File: src/rtl/mini_pro_pkg.sv
// mini_pro_pkg: shared types and constants for the mini processor.
// Latency: n/a (package only).
// Backpressure: n/a.
//
// Contents: loader FSM state enum, default instruction-store geometry,
// and the 1-bit instruction encoding used by the ADD_SUB datapath.
package mini_pro_pkg;

  // Default instruction store geometry: DEPTH 1-bit words, AW = log2(DEPTH).
  localparam int DEPTH_DEF = 16;
  localparam int AW_DEF    = 4;

  // One-bit instruction encoding consumed by ADD_SUB.
  localparam logic INST_ADD = 1'b0;
  localparam logic INST_SUB = 1'b1;

  // Loader states. PAR and ERR are only reachable in the parity build.
  typedef enum logic [2:0] {
    IDLE = 3'd0,
    LOAD = 3'd1,
    PAR  = 3'd2,
    RUN  = 3'd3,
    ERR  = 3'd4
  } state_t;

endpackage

File: src/rtl/inst_ram.sv
// inst_ram: DEPTH x 1 instruction memory, synchronous write, combinational read.
// Latency: a write is visible on rdata the cycle after we is sampled.
// Backpressure: none; a write is accepted every cycle we is high.
//
// Ports:
//   clk, rst        - clock, synchronous active-high clear of all words
//   we/waddr/wdata  - write port
//   raddr/rdata     - asynchronous read port
module inst_ram #(
  parameter int DEPTH = 16,
  parameter int AW    = 4
) (
  input  logic          clk,
  input  logic          rst,
  input  logic          we,
  input  logic [AW-1:0] waddr,
  input  logic          wdata,
  input  logic [AW-1:0] raddr,
  output logic          rdata
);

  // Words are a single bit, so the whole store is one flat vector.
  logic [DEPTH-1:0] mem;

  always_ff @(posedge clk) begin
    if (rst) begin
      mem <= '0;
    end else if (we) begin
      mem[waddr] <= wdata;
    end
  end

  assign rdata = mem[raddr];

endmodule

File: src/rtl/prog_loader.sv
// prog_loader: bit-serial program loader and writable instruction store.
// Latency: 1 cycle per accepted bit; RUN one cycle after the final accepted bit.
// Backpressure: bit_ready is high only in LOAD/PAR; bits are ignored otherwise.
//
// Ports:
//   clk, rst                       - clock, synchronous active-high reset
//   load_start                     - one-cycle pulse, (re)starts a load from any state
//   bit_in, bit_valid, bit_ready   - serial program link (valid/ready)
//   pc, inst                       - core instruction read port (combinational)
//   core_rst, done, err            - core reset, program running, load failed
//
// Build option: define PROG_LOADER_PARITY_EN to require a trailing even-parity
// bit after the data bits; a mismatch parks the loader in ERR.
module prog_loader
  import mini_pro_pkg::*;
#(
  parameter int DEPTH = DEPTH_DEF,
  parameter int AW    = AW_DEF
) (
  input  logic          clk,
  input  logic          rst,
  input  logic          load_start,
  input  logic          bit_in,
  input  logic          bit_valid,
  output logic          bit_ready,
  input  logic [AW-1:0] pc,
  output logic          inst,
  output logic          core_rst,
  output logic          done,
  output logic          err
);

  localparam logic [AW-1:0] LAST_ADDR = AW'(DEPTH - 1);

  state_t        state;
  state_t        state_nxt;
  logic [AW-1:0] wr_addr;
  logic          ready_st;
  logic          xfer;
  logic          mem_we;
  logic          err_st;

  // Ready is decoded straight from the state register so the transfer
  // qualifier never loops back through the next-state logic.
  assign ready_st  = (state == LOAD) || (state == PAR);
  assign bit_ready = ready_st;
  assign xfer      = bit_valid & ready_st;

  // A restart in the same cycle as a transfer drops that transfer.
  assign mem_we = (state == LOAD) & xfer & ~load_start;

  // ---------------------------------------------------------------------
  // State register
  // ---------------------------------------------------------------------
  always_ff @(posedge clk) begin
    if (rst) begin
      state <= IDLE;
    end else begin
      state <= state_nxt;
    end
  end

  // ---------------------------------------------------------------------
  // Write address counter (wraps naturally at DEPTH)
  // ---------------------------------------------------------------------
  always_ff @(posedge clk) begin
    if (rst) begin
      wr_addr <= '0;
    end else if (load_start) begin
      wr_addr <= '0;
    end else if (mem_we) begin
      wr_addr <= wr_addr + AW'(1);
    end
  end

`ifdef PROG_LOADER_PARITY_EN
  // Running XOR of the data bits; the trailing bit must equal it.
  logic par_acc;

  always_ff @(posedge clk) begin
    if (rst) begin
      par_acc <= 1'b0;
    end else if (load_start) begin
      par_acc <= 1'b0;
    end else if (mem_we) begin
      par_acc <= par_acc ^ bit_in;
    end
  end
`endif

  // ---------------------------------------------------------------------
  // Next state and Moore outputs
  // ---------------------------------------------------------------------
  always_comb begin
    state_nxt = state;
    core_rst  = 1'b1;
    done      = 1'b0;
    err_st    = 1'b0;

    case (state)
      IDLE: begin
        state_nxt = IDLE;
      end
      LOAD: begin
        if (xfer && (wr_addr == LAST_ADDR)) begin
`ifdef PROG_LOADER_PARITY_EN
          state_nxt = PAR;
`else
          state_nxt = RUN;
`endif
        end
      end
`ifdef PROG_LOADER_PARITY_EN
      PAR: begin
        if (xfer) begin
          state_nxt = (bit_in == par_acc) ? RUN : ERR;
        end
      end
      ERR: begin
        err_st = 1'b1;
      end
`endif
      RUN: begin
        core_rst = 1'b0;
        done     = 1'b1;
      end
      default: begin
        state_nxt = IDLE;
      end
    endcase

    // Restart wins over every other transition, including the last bit.
    if (load_start) begin
      state_nxt = LOAD;
    end
  end

`ifdef PROG_LOADER_PARITY_EN
  assign err = err_st;
`else
  assign err = 1'b0;
`endif

  // ---------------------------------------------------------------------
  // Instruction store
  // ---------------------------------------------------------------------
  inst_ram #(
    .DEPTH (DEPTH),
    .AW    (AW)
  ) u_inst_ram (
    .clk   (clk),
    .rst   (rst),
    .we    (mem_we),
    .waddr (wr_addr),
    .wdata (bit_in),
    .raddr (pc),
    .rdata (inst)
  );

endmodule

File: config.mk
export PLATFORM = sky130hd
export DESIGN_NAME = prog_loader
export DESIGN_NICKNAME = d
export VERILOG_FILES = /design/src/rtl/mini_pro_pkg.sv /design/src/rtl/inst_ram.sv /design/src/rtl/prog_loader.sv
export SDC_FILE = /design/constraint.sdc
export NUM_CORES = 1
export LEC_CHECK = 0
export ABC_AREA = 0
export CORE_ASPECT_RATIO = 1.2
export CORE_MARGIN = 2
export CORE_UTILIZATION = 54
export DETAILED_ROUTE_END_ITERATION = 10
export GPL_ROUTABILITY_DRIVEN = 0
export PLACE_DENSITY = 0.77
export SLEW_MARGIN = 40
export SYNTH_ARGS = -nofsm -noshare
export SYNTH_HDL_FRONTEND = slang
export SYNTH_SLANG_ARGS = --single-unit
File: constraint.sdc
create_clock -name clk -period 1.7 [get_ports clk]
set_input_delay 0.34 -clock clk [delete_from_list [all_inputs] [get_ports clk]]
set_output_delay 0.34 -clock clk [all_outputs]
set_load 0.01 [all_outputs]
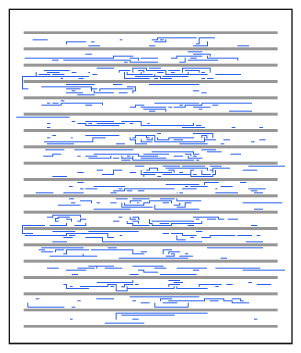
**Above:** run 1 (M1 wires).
Drawn at 6 px/micron. Supply wires on this layer in gray.
main direction: horizontal
longest straight run: 16.6 microns
share of all routed wire: 41%
nets with wire on the layer: 158
wire length on this layer: 1050 microns
Via Count: 1031
total wire length: 2570 microns
global-route met1 utilization: 0.257

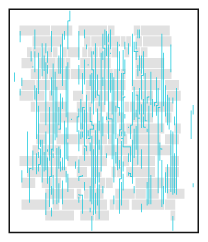
**Above:** run 1 (metal 2).
Drawn at 4 px/micron.
main direction: vertical
longest straight run: 29.6 microns
met2 usage in global routing: 0.368

==> flow_results.org, run 1 <==
#+TITLE: Physical design notes

** Run
- Number of warning messages in the logs :: 32
- The number of maximum-capacitance violations recorded for the run is 0.

** Yosys
- Dominant register cell :: dfxtp_1
- Post-synthesis share of cell area spent on xor and xnor gates :: 0.0221
- Mapped cell area :: 1190 sq um
- Area fraction in mux cells :: 0.136
- By instance count, the leading cell after synthesis is dfxtp_1.
- Compound-Gate Fraction of Synth Area :: 0.121
- Ranked by total cell area, the synthesized netlist is headed by dfxtp_1, mux4_1, ha_1.
- In this run, the synthesized area fraction spent on adder and majority cells is recorded as 0.0630.
- Distinct cells, synth :: 28
- Simple-gate share of the synthesized area :: 0.232
- In this run, synthesis inferred 0 flip-flops with an integrated enable.
- Net Count, Synth :: 151
- Most area-hungry cell type in the Yosys netlist :: dfxtp_1
- The synthesis run shows the most used standard cells to be dfxtp_1, nor2_1, a21oi_1, nand2_1, o21ai_0.
- Chip area estimate from yosys synthesis :: 1190 sq um
- Fraction of synthesis flops using an asynchronous set or reset pin :: 0
- Flip-flop and latch count after synthesis :: 22
- The area fraction of the largest cell type after synthesis is 0.370.

** Route
- Per the detail_route log, met3 wirelength is 57 microns.
- The detailed router used layers up to and including met4.
- After detailed routing, the met2 layer carries 1400 microns of wire.
- In the final routed layout, each cell accounts on average for 13.5 microns.
- Antenna-violating nets left :: 0
- After detailed routing, the wire length on met1 is 1050 microns.
- Number of detailed-routing iterations run before antenna repair :: 4
- The first routing iteration left 25 violations.

** Timing
- After layout, the setup clock skew is reported as 0.00901 ns.
- Final critical delay including setup and external delays :: 1.96 ns
- Worst-case setup margin in the final layout :: -0.262 ns
- Across all checked pins, the minimum headroom to the slew limit is 0.629.
- In the final report, the number of hold violations comes to 0.
- Total Neg Setup Slack :: -0.262 ns
- The most critical hold endpoint after final layout shows a slack of 0.487 ns.
- Final Cycle Share :: 1.15
- The last timing report of the flow puts the setup violation total at 1.

** Critical path
- Looking at the critical path, the single cell with the biggest stage delay is mux4_2.
- Capture point of the worst path :: inst
- According to the timing report, the data required time at the worst endpoint equals 1.36 ns.
- The report lists the cells along the critical path as mux4_2 > nor2b_1 > a211oi_2 > a21oi_1 > buf_2.
- Endpoint type of the worst setup path :: output pin
- The longest incremental delay of any stage on the critical path is reported as 0.45 ns.
- Length in cells of the worst reg-to-reg path :: 7
- Looking at the reg2reg group, the worst path ends at u_inst_ram.mem[2].
- Register-to-register setup slack :: 0.24 ns
- Crit start category :: register
- Looking at the setup timing report, the critical path kind is register to output pin.
- Per the timing report, the biggest fanout along the worst path comes to 2.

** Min path
- Endpoint with the worst hold slack :: u_inst_ram.mem[11]
- In this run the most critical hold path is launched from u_inst_ram.mem[11].

** Clocking
- In this run the number of H-tree levels came out at 1.
- Looking at the post-CTS report, the setup buffer insertion count equals 0.
- The number of clock sinks came to 22.
- Per the CTS log, the buffer count on the longest clock path is 2.
- Clock latency on the worst-skew pair :: 0.31 ns
- Post-cts sizing count :: 12
- Cell chosen for the clock root :: clkbuf_4
- The number of clock buffers added by TritonCTS is 3.
- Clock-pin slew was measured on the worst setup and hold paths at 0.12 ns.
- TritonCTS built the clock tree.

** Placement
- Tally of buffers added on design ports :: 12
- Once placement completed, the tool counted placed cells totaling 185.
- Summing all placed instances gives a cell area of 1420 sq um.
- After legalization and detailed placement, the total HPWL measured 1970 microns.

** Run status
- The run finished, with violations left.
- Violations in the final reports :: negative setup slack

** Global routing
- The number of global-route vias before repair is 1018.
- The first global-routing pass estimated 4260 microns of wire.
- GR Overflow Total :: 0
- Entering global routing, the biggest net connects 17 pins.
- For this run, the total global-route usage over all layers was measured as 0.215.

** Power and ir drop
- Leakage component of the power :: 0.584 nW
- Biggest consumer :: sequential cells
- Sw Share :: 0.226
- Combinational cells consume a total of 0.0000951 W.
- The analysis reports a worst IR drop on VDD of 0.526 mV.
- The share of total power dissipated in combinational logic is 0.105.
- The power report attributes to the sequential group a share of 0.576.
- Power density over cell area :: 613 nW/um^2
- The design draws 0.000903 W.

** Floorplan
- Die extent in x :: 46.9 microns
- Number of tap cells added at floorplan :: 30
- Num ports :: 14
- Core Util at FP :: 0.575

** Layout
- Per the final report, the share of cell area in non-clock buffers is 0.160.
- Largest cell class by area :: logic gates
- Number of clock buffer instances in the layout :: 4
- In the final design database the tool counted 176 nets.
- Antenna fix cells :: 0
- By instance count after routing, the leading logic cell types are nor2_1, dfxtp_1, buf_4.
- Combinational share of cell area :: 0.473
- Commonest non-fill, non-tap cell in the layout :: nor2_1
- The layout report lists the clock-cell share of area as 0.0246.
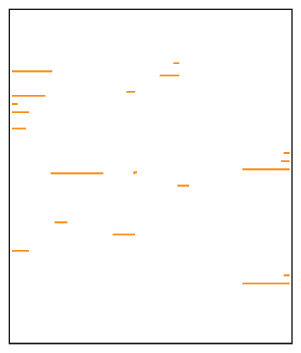
**Above:** run 1 (M3 wires).
Drawn at 6 px/micron.
nets with wire on the layer: 14
share of all routed wire: 2.3%
longest straight run: 8.50 microns
main direction: horizontal
wire length on this layer: 57.9 microns
routing usage on met3: 0.0229

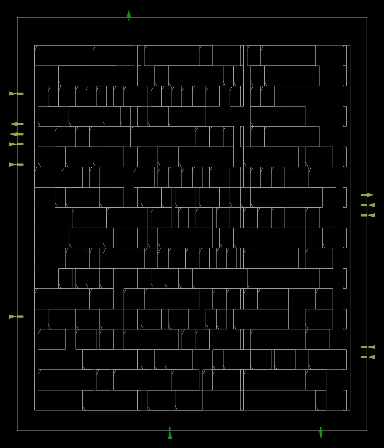
**Above:** run 1 (cell outlines without signal wires).
standard-cell rows: 18
Util after Layout: 0.711
Seq/total area: 0.302
count of filler cells inserted in the layout: 181
count of sequential standard cells: 22

[run 1: worst max-delay path: cells and delay by family, from the launching register on]
kind | cells | cell delay [ns]
AOI/OAI and AO/OA | 2 | 0.22
buffers and inverters | 1 | 0.14
DFF | 1 | 0.34
muxes | 1 | 0.45
and+or+nand+nor | 1 | 0.15
[run 1: metrics by stage]
step	util	worst slack, ns
after floorplan	-	0.144
after global placement	0.685	-0.877
after detailed placement	0.685	-0.897
after CTS	0.701	-0.281
after global routing	0.711	-0.322
final	0.711	-0.262
[run 1: flip-flops by register name (all words and copies together) (netlist names)]
register        flops
state               2
u_inst_ram.mem     16
wr_addr             4
## Run 2: what changed since run 1
--- a/config.mk
+++ b/config.mk
@@ -6,13 +6,15 @@
 export NUM_CORES = 1
 export LEC_CHECK = 0
 export ABC_AREA = 0
+export ABC_CLOCK_PERIOD_IN_PS = 1700
 export CORE_ASPECT_RATIO = 1.2
 export CORE_MARGIN = 2
 export CORE_UTILIZATION = 54
+export CTS_CLUSTER_DIAMETER = 50
 export DETAILED_ROUTE_END_ITERATION = 10
 export GPL_ROUTABILITY_DRIVEN = 0
 export PLACE_DENSITY = 0.77
-export SLEW_MARGIN = 40
+export SLEW_MARGIN = 10
 export SYNTH_ARGS = -nofsm -noshare
 export SYNTH_HDL_FRONTEND = slang
 export SYNTH_SLANG_ARGS = --single-unit
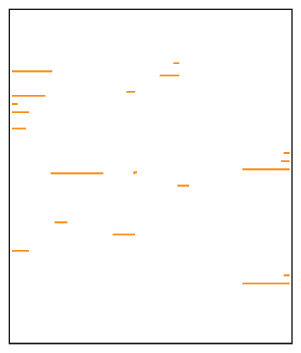
**Above:** run 2 (M3 wires).
Drawn at 6 px/micron.
share of all routed wire: 2.3%
main direction: horizontal
longest straight run: 8.50 microns
wire length on this layer: 57.9 microns

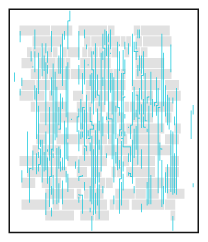
**Above:** run 2 (metal 2).
Drawn at 4 px/micron.
share of all routed wire: 54%
nets with wire on the layer: 144

==> flow_results.org, run 2 <==
#+TITLE: Physical design notes

** Run status
- The run finished, with violations left.
- Violations in the final reports :: negative setup slack

** Power and ir drop
- The switching portion of total power comes to 0.226.
- The flow reported a cell area power density of 613 nW/um^2.
- Leakage component of the power :: 0.584 nW
- In the power breakdown, the biggest contributor is sequential cells.
- The power report attributes to the sequential group a share of 0.576.
- Power comes to 0.000903 W.
- Comb power :: 0.0000951 W

** Yosys
- Most area-hungry cell type in the Yosys netlist :: dfxtp_1
- Among all flip-flop cells after synthesis, the most frequent one is dfxtp_1.
- Leading post-synthesis cells by instance count :: dfxtp_1, nor2_1, a21oi_1, nand2_1, o21ai_0
- In the post-synthesis netlist, the biggest area contributors are dfxtp_1, mux4_1, ha_1.
- Top cell type by instance count after synthesis :: dfxtp_1
- Synthesis instantiated 28 different standard cells from the library.
- Net Count, Synth :: 151
- The post-synth count of flops with an enable pin is 0.
- Mapped cell area :: 1190 sq um
- Chip area estimate from yosys synthesis :: 1190 sq um
- Fraction of synthesis flops using an asynchronous set or reset pin :: 0

** Critical path
- Crit start category :: register
- Critical Path Slowest Stage Cell :: mux4_2
- The kind of cell with the highest combined delay along the critical path is multiplexers.
- Stages on worst setup path :: 5
- Kind of critical path :: register to output pin
- Crit path buffers/inverters :: 1
- Data required time at the worst endpoint :: 1.36 ns
- Traced cell by cell, the critical path runs through mux4_2 > nor2b_1 > a211oi_2 > a21oi_1 > buf_2.
- The worst register-to-register path depth is 7.
- Largest stage delay on the critical path :: 0.45 ns

** Layout
- Number of nets in the final layout :: 176
- The fraction of cell area in multi-input combinational cells is reported as 0.473.
- Seq/total area :: 0.302
- Count of filler cells inserted in the layout :: 181
- Counting flops per register, the top entry is u_inst_ram.mem.
- In the final design, more cell area goes to logic gates than to any other class.
- In the final layout, the registers with the most flip-flops are u_inst_ram.mem (16), wr_addr (4), state (2).
- Number of clock buffer instances in the layout :: 4
- The number of sequential cells reported for the layout is 22.
- Antenna fix cells :: 0
- The library cell used most frequently in the layout, excluding fill and tap cells, is nor2_1.
- Measured on the final layout, the clock distribution area share stands at 0.0246.
- Util after Layout :: 0.711
- Of all the cell area in the finished design, non-clock buffers hold 0.160.
- By instance count after routing, the leading logic cell types are nor2_1, dfxtp_1, buf_4.

** Route
- Met3 wirelength from detailed routing :: 57 microns
- Routed length on met2 :: 1400 microns
- Top Layer Used :: met4
- Total wire length :: 2570 microns
- In the log, the iteration count for the first detailed-route pass is 4.
- Detailed router's first-iteration violation count :: 25
- Routed wire per std cell :: 13.5 microns
- For this block, wires on met1 add up to 1050 microns.

** Clocking
- On the worst setup and hold paths after CTS, the clock-pin slew comes to 0.12 ns.
- CTS tree :: built
- For the worst-skew pair, the clock arrives at the later sink with an insertion delay of 0.31 ns.
- Buffers inserted during clock tree synthesis total 3.
- No sink is reached through more buffers than the 2 on the longest clock path.
- H-tree levels :: 1
- The tree built by TritonCTS fans out to 22 sinks.

** Floorplan
- The flow inserted 30 tap cells.
- Num ports :: 14
- Die extent in x :: 46.9 microns
- For reference, the placement row count at floorplan is 18.
- The share of the core area taken by cells at floorplan is 0.575.

** Global routing
- The first global-routing pass estimated 4260 microns of wire.
- Routing usage on met3 :: 0.0229
- The number of global-route vias before repair was 1018.
- In the global route stage, met2 resource usage came out at 0.368.
- The global routing report lists met1 layer usage as 0.257.
- Pin count of the biggest net entering global routing :: 17
- Overall routing resource usage recorded by global route was 0.215.

** Timing
- Per the final timing report, the hold violations number 0.
- Final worst hold slack :: 0.487 ns
- Max-Slew Margin vs Limit :: 0.629
- Worst-case setup margin in the final layout :: -0.262 ns
- The final timing summary puts the cycle share of the worst path at 1.15.
- Final number of setup-violating endpoints :: 1
- The routed design could run at a clock period as short as 1.96 ns.

** Placement
- DPL Wire Length :: 1970 microns
- Per the post-place timing report, worst setup slack is -0.897 ns.
- Tally of buffers added on design ports :: 12
- Post-DP Area :: 1420 sq um
- Instance count after placement with tap cells included :: 185

** Min path
- Hold analysis lists the worst path endpoint as u_inst_ram.mem[11].
- In this run the most critical hold path is launched from u_inst_ram.mem[11].

** Run
- The tool flagged a number of max-cap violations equal to 0.
- Number of warning messages in the logs :: 32
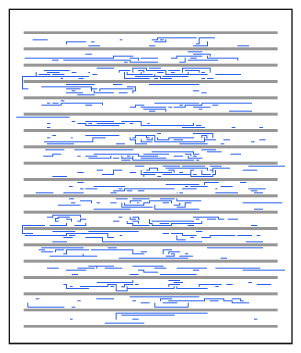
**Above:** run 2 (M1 wires).
Drawn at 6 px/micron. Supply wires on this layer in gray.
wire length on this layer: 1050 microns
longest straight run: 16.6 microns
nets with wire on the layer: 158
main direction: horizontal
share of all routed wire: 41%

-- run 2: cell counts in the layout (fill, tap and decap cells not counted) --
Identical to the previous run, type by type.
-- run 2: worst reg2reg max path: stages (launching register included) --
cell and delay (ns):
dfxtp_2 0.34, inv_1 0.05, ha_2 0.25, buf_4 0.15, nand4b_4 0.11, nor3_1 0.21
mux2i_1 0.21, nor2_1 0.06
-- run 2: cells by family after synthesis --
group	Yosys count	synth area share
buf+inv	14	0.0536
other cells	1	0.00315
simple gates	52	0.232
fa+ha+maj	6	0.0630
mux	10	0.136
flops	22	0.370
xor+xnor	3	0.0221
compound gates	28	0.121
-- run 2: timing repair --
action / 4_1_cts / 5_1_grt
gates resized: 12 / 6
buffers inserted: 0 / 1
setup endpoints to repair: 4 / 5
pin swaps: 1 / 1
Power and IR drop assume default switching activity.
